--- src/rtl/cpu_sequencer.sv ---
// rtl/cpu_sequencer.sv - M-cycle sequencer: IR, step counter, bus handshake, commit strobe
module cpu_sequencer #(
  parameter int TIMEOUT = 15
) (
  input  logic       clk,
  input  logic       reset,
  input  logic       done,
  input  logic       is_cond,
  input  logic [2:0] next_cond,
  input  logic       cc_met,
  input  logic       mem_access,
  input  logic       write_mem,
  input  logic       mem_ready,
  input  logic [7:0] mem_rdata,
  output logic [7:0] opcode,
  output logic [2:0] step,
  output logic       mem_req,
  output logic       mem_we,
  output logic       fetch,
  output logic       commit,
  output logic       illegal,
  output logic       bus_error
);

  typedef enum logic [1:0] {
    BOOT   = 2'd0,
    EXEC   = 2'd1,
    LOCKED = 2'd2
  } state_t;

  // Last wait count that may still be followed by a successful mem_ready.
  localparam logic [7:0] WAIT_LAST = 8'(TIMEOUT - 1);

  state_t     state;
  logic [7:0] wcnt;
  logic       stalled;
  logic       timeout_hit;

  // Bus request, write qualifier, fetch marker and commit strobe; all forced low during reset.
  always_comb begin
    mem_req = 1'b0;
    mem_we  = 1'b0;
    fetch   = 1'b0;
    commit  = 1'b0;
    if (!reset) begin
      case (state)
        BOOT: begin
          mem_req = 1'b1;
          fetch   = 1'b1;
          commit  = mem_ready;
        end
        EXEC: begin
          mem_req = mem_access;
          mem_we  = write_mem & mem_access;
          fetch   = done;
          commit  = mem_access ? mem_ready : 1'b1;
        end
        default: begin
          mem_req = 1'b0;
        end
      endcase
    end
  end

  // A stalled request whose wait count is about to reach TIMEOUT is a bus error.
  always_comb begin
    stalled     = mem_req & ~mem_ready;
    timeout_hit = stalled & (wcnt == WAIT_LAST);
  end

  // Sequencer state, IR, step counter, wait counter and sticky fault flags.
  always_ff @(posedge clk or posedge reset) begin
    if (reset) begin
      state     <= BOOT;
      opcode    <= 8'h00;
      step      <= 3'd0;
      wcnt      <= 8'd0;
      illegal   <= 1'b0;
      bus_error <= 1'b0;
    end else begin
      if (commit) begin
        wcnt <= 8'd0;
      end else if (stalled) begin
        wcnt <= wcnt + 8'd1;
      end

      case (state)
        BOOT: begin
          if (commit) begin
            opcode <= mem_rdata;
            step   <= 3'd0;
            state  <= EXEC;
          end else if (timeout_hit) begin
            state     <= LOCKED;
            bus_error <= 1'b1;
          end
        end
        EXEC: begin
          if (commit) begin
            if (done) begin
              opcode <= mem_rdata;
              step   <= 3'd0;
            end else if (is_cond && !cc_met) begin
              step <= next_cond;
            end else if (step == 3'd7) begin
              state   <= LOCKED;
              illegal <= 1'b1;
            end else begin
              step <= step + 3'd1;
            end
          end else if (timeout_hit) begin
            state     <= LOCKED;
            bus_error <= 1'b1;
          end
        end
        default: begin
          state <= LOCKED;
        end
      endcase
    end
  end

endmodule

--- config.mk ---
export PLATFORM = sky130hd
export DESIGN_NAME = cpu_sequencer
export DESIGN_NICKNAME = d
export VERILOG_FILES = /design/src/rtl/cpu_sequencer.sv
export SDC_FILE = /design/constraint.sdc
export NUM_CORES = 1
export LEC_CHECK = 0
export ABC_AREA = 1
export CAP_MARGIN = 10
export CELL_PAD_IN_SITES_DETAIL_PLACEMENT = 1
export CELL_PAD_IN_SITES_GLOBAL_PLACEMENT = 1
export CORE_ASPECT_RATIO = 0.8
export CORE_UTILIZATION = 36
export CTS_BUF_LIST = sky130_fd_sc_hd__clkbuf_16
export DETAILED_ROUTE_END_ITERATION = 10
export PLACE_DENSITY = 0.81
export SETUP_SLACK_MARGIN = 0.15
export SLEW_MARGIN = 20
export SYNTH_ARGS = -nofsm -noshare
export SYNTH_HDL_FRONTEND = slang
export SYNTH_SLANG_ARGS = --single-unit
--- constraint.sdc ---
create_clock -name clk -period 3.31 [get_ports clk]
set_clock_uncertainty 0.1 [all_clocks]
set_input_delay 0.993 -clock clk [delete_from_list [all_inputs] [get_ports clk]]
set_output_delay 0.993 -clock clk [all_outputs]
set_load 0.02 [all_outputs]
Fig. 1: run 1, clock nets
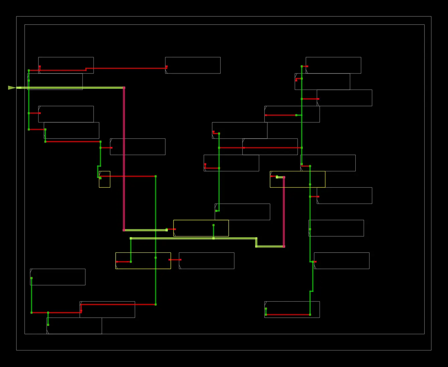
clk sink count: 23
cts bufs inserted: 3
Clock Power: 0.265 mW
Flops: 23
clk_lat worst skew: 260 ps

Fig. 2: run 1, the metal 3 layer
(4 px per µm) Cells faint in the background.
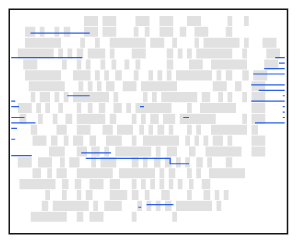
share of all routed wire: 4.0%
nets with wire on the layer: 24

Fig. 3: run 1, floorplan with the power grid
(6 px per µm) Pins as bars on the die edge. Tap cells in gray.
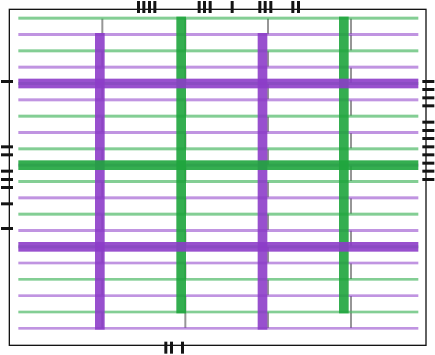
| net | color |
|---|---|
| VSS | purple |
| VDD | green |
rows: 19
met5 straps: 3
met4 straps: 4
met1 rails: 20

==> flow_summary.ini, run 1 <==
; yosys + openroad results
[run_status]
outcome = finished, final reports clean

[final_layout]
n_fill_cell = 425
comb_cells = 128
syn_to_final_growth_pct = 40.0
nClkBuffers = 3
lay_top_cells = 59 x nand2_1, 31 x clkdlybuf4s50_1, 23 x dfrtp_1, 21 x nor2_1, 21 x nand3_1
area.share.sequential_pct = 31.6
biggestCellCategory = combinational gates
lay_top_count = nand2_1
final_area_um2 = 1820
layout.core_utilization_pct = 52.8
seq_area_um2 = 576
layout-drive-gt1-share_pct = 14.1
inverters = 19

[worst_setup_path]
reg2reg_slack_ps = 1780
r2r_cells = 8
crit_start = reset
slowest_delay_ps = 460
crit_cells = 6
cpLargestDelayFamily = buffers and inverters
critPathRequiredTime_ps = 2220
crit_fanout = 3
r2r_end = step[2]$_DFFE_PP0P_
cp-start-kind = input port

[clock_network]
clockBufferDepth = 2
cts_max_level = 1
root_buffer = clkbuf_16

[yosys]
yosys-top-cells-area = dfrtp_1 44%, nand2_1 17%, nand3_1 8.1%
ys_sh_simple_pct = 39.2
yosysSeqAreaShare_pct = 44.2
ys_area_um2 = 1300
avgSynthCellArea_um2 = 7.48
ys_dominant_reg_cell = dfrtp_1
top_cell = nand2_1
ys_cells = 174
ys_sh_xor_pct = 0.673
yosys-top-cells-count = 59 x nand2_1, 23 x dfrtp_1, 21 x nand3_1, 21 x nor2_1, 16 x inv_1
synth_cell_types = 23
netlist_instances = 174
ys_sh_mux_pct = 0

[grt]
grt_max_degree = 24
grt_pass1_vias = 1389
antenna_found_initial = 0
globalRouteMet1Util_pct = 25.4
grt.overflow.total = 0
grt_use_met2_pct = 35.9

[final_timing]
worst_pin_slew_ps = 309
max_freq_mhz = 322
final_hold_viol_count = 0
finalSetupViolCount = 0
min_period_ps = 3110
worst_hold_slack_ps = 375

[pwr]
seqPwrFrac_pct = 47.0
p_seq_mw = 0.292
p_sw_share_pct = 22.0
peakVddDrop_uv = 238
p_sw_mw = 0.137
p_clk_share_pct = 42.6
power_mw = 0.622
p_int_mw = 0.485

[routing]
wl_per_cell_um = 13.9
drt-total-wl_mm = 3.64
first_iter_violations = 41
topRoutingLayerUsed = met4
wl_met3_um = 143
drtAntennaViolNets = 0
wl_met2_mm = 1.76

[hold_path]
holdPathEnd = bus_error$_DFFE_PP0P_
holdCritStartpoint = bus_error$_DFFE_PP0P_
hold_path.class = reg -> reg

[die]
die_w_um = 69.2
dieArea_um2 = 3860
row_count = 19
die_h_um = 55.8

[place]
dp.cells = 258
dpl_worst_slack_ps = -223
Fig. 4: run 1, metal layers overlaid
(6 px per µm)
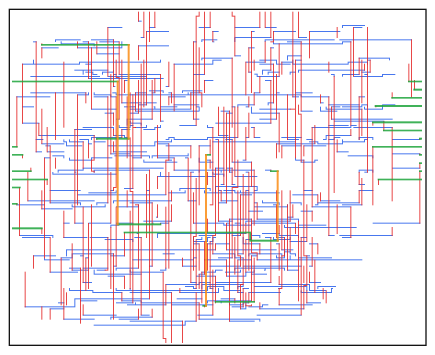

--- run 2 (diff from run 1) ---
- CORE_MARGIN: default -> 2
Fig. 5: run 2, metal layers overlaid
(6 px per µm)
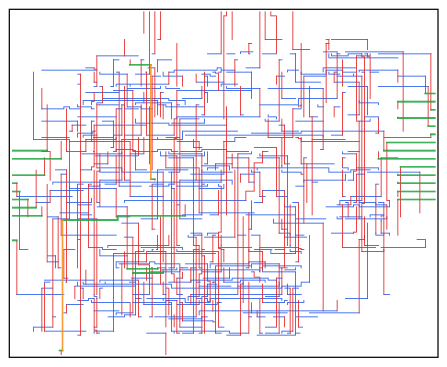
| layer | color | wire length |
|---|---|---|
| M3 | green | 141 µm |
| M4 | orange | 40.8 µm |
| M2 | red | 1,860 µm |
| M1 | blue | 1,690 µm |

==> run 2 against run 1 <==
Effect of this change:
- total power about the same
- via count fell by 0.31%
- register-to-register slack barely moved
- hold slack worse by 2.1 ps
- maximum frequency decreased by 0.18%
- synthesized cell count stayed put
- core utilization fell by 0.58 points
- die area increased by 6.6%
- clock power hardly changed
- sequential power is essentially flat
- non-clock buffer count fell by 1
- critical endpoint unchanged
- largest power group unchanged
==> flow_summary.ini, run 2 <==
; yosys + openroad results
[final_timing]
worst_pin_slew_ps = 308
worst_hold_slack_ps = 373
final_hold_viol_count = 0

[hold_path]
hold_path.class = reg -> reg
holdPathEnd = opcode[0]$_DFFE_PP0P_

[pwr]
power_mw = 0.622
p_sw_share_pct = 22.0
peakVddDrop_uv = 234
pg_clk_mw = 0.265
p_int_mw = 0.486

[worst_setup_path]
slowest_delay_ps = 470
crit_fanout = 3
crit_cells = 6
r2r_end = step[1]$_DFFE_PP0P_
cp-start-kind = input port

[yosys]
synth_cell_types = 23
ys_dominant_reg_cell = dfrtp_1
yosys-top-cells-count = 59 x nand2_1, 23 x dfrtp_1, 21 x nand3_1, 21 x nor2_1, 16 x inv_1
ys_cells = 174
yosysSeqAreaShare_pct = 44.2
top_cell = nand2_1
ys_area_um2 = 1300
netlist_instances = 174

[clock_network]
cts_max_level = 1
clockBufferDepth = 2
root_buffer = clkbuf_16
cts_made_buffers = 3
worstSkewPairLatency_ps = 250

[routing]
topRoutingLayerUsed = met4
wl_met3_um = 141
drtAntennaViolNets = 0

[die]
die_h_um = 57.8
die_w_um = 71.2
row_count = 19

[grt]
grt_pass1_vias = 1384
grt_use_met2_pct = 34.0
antenna_found_initial = 0
globalRouteMet1Util_pct = 26.5

[place]
dp.cells = 256

[run_status]
outcome = finished, final reports clean

[final_layout]
lay_top_count = nand2_1
layout.core_utilization_pct = 52.3
syn_to_final_growth_pct = 38.5
inverters = 19
n_fill_cell = 438
comb_cells = 128
No activity file was given, so power comes from the tool's default toggle rates.
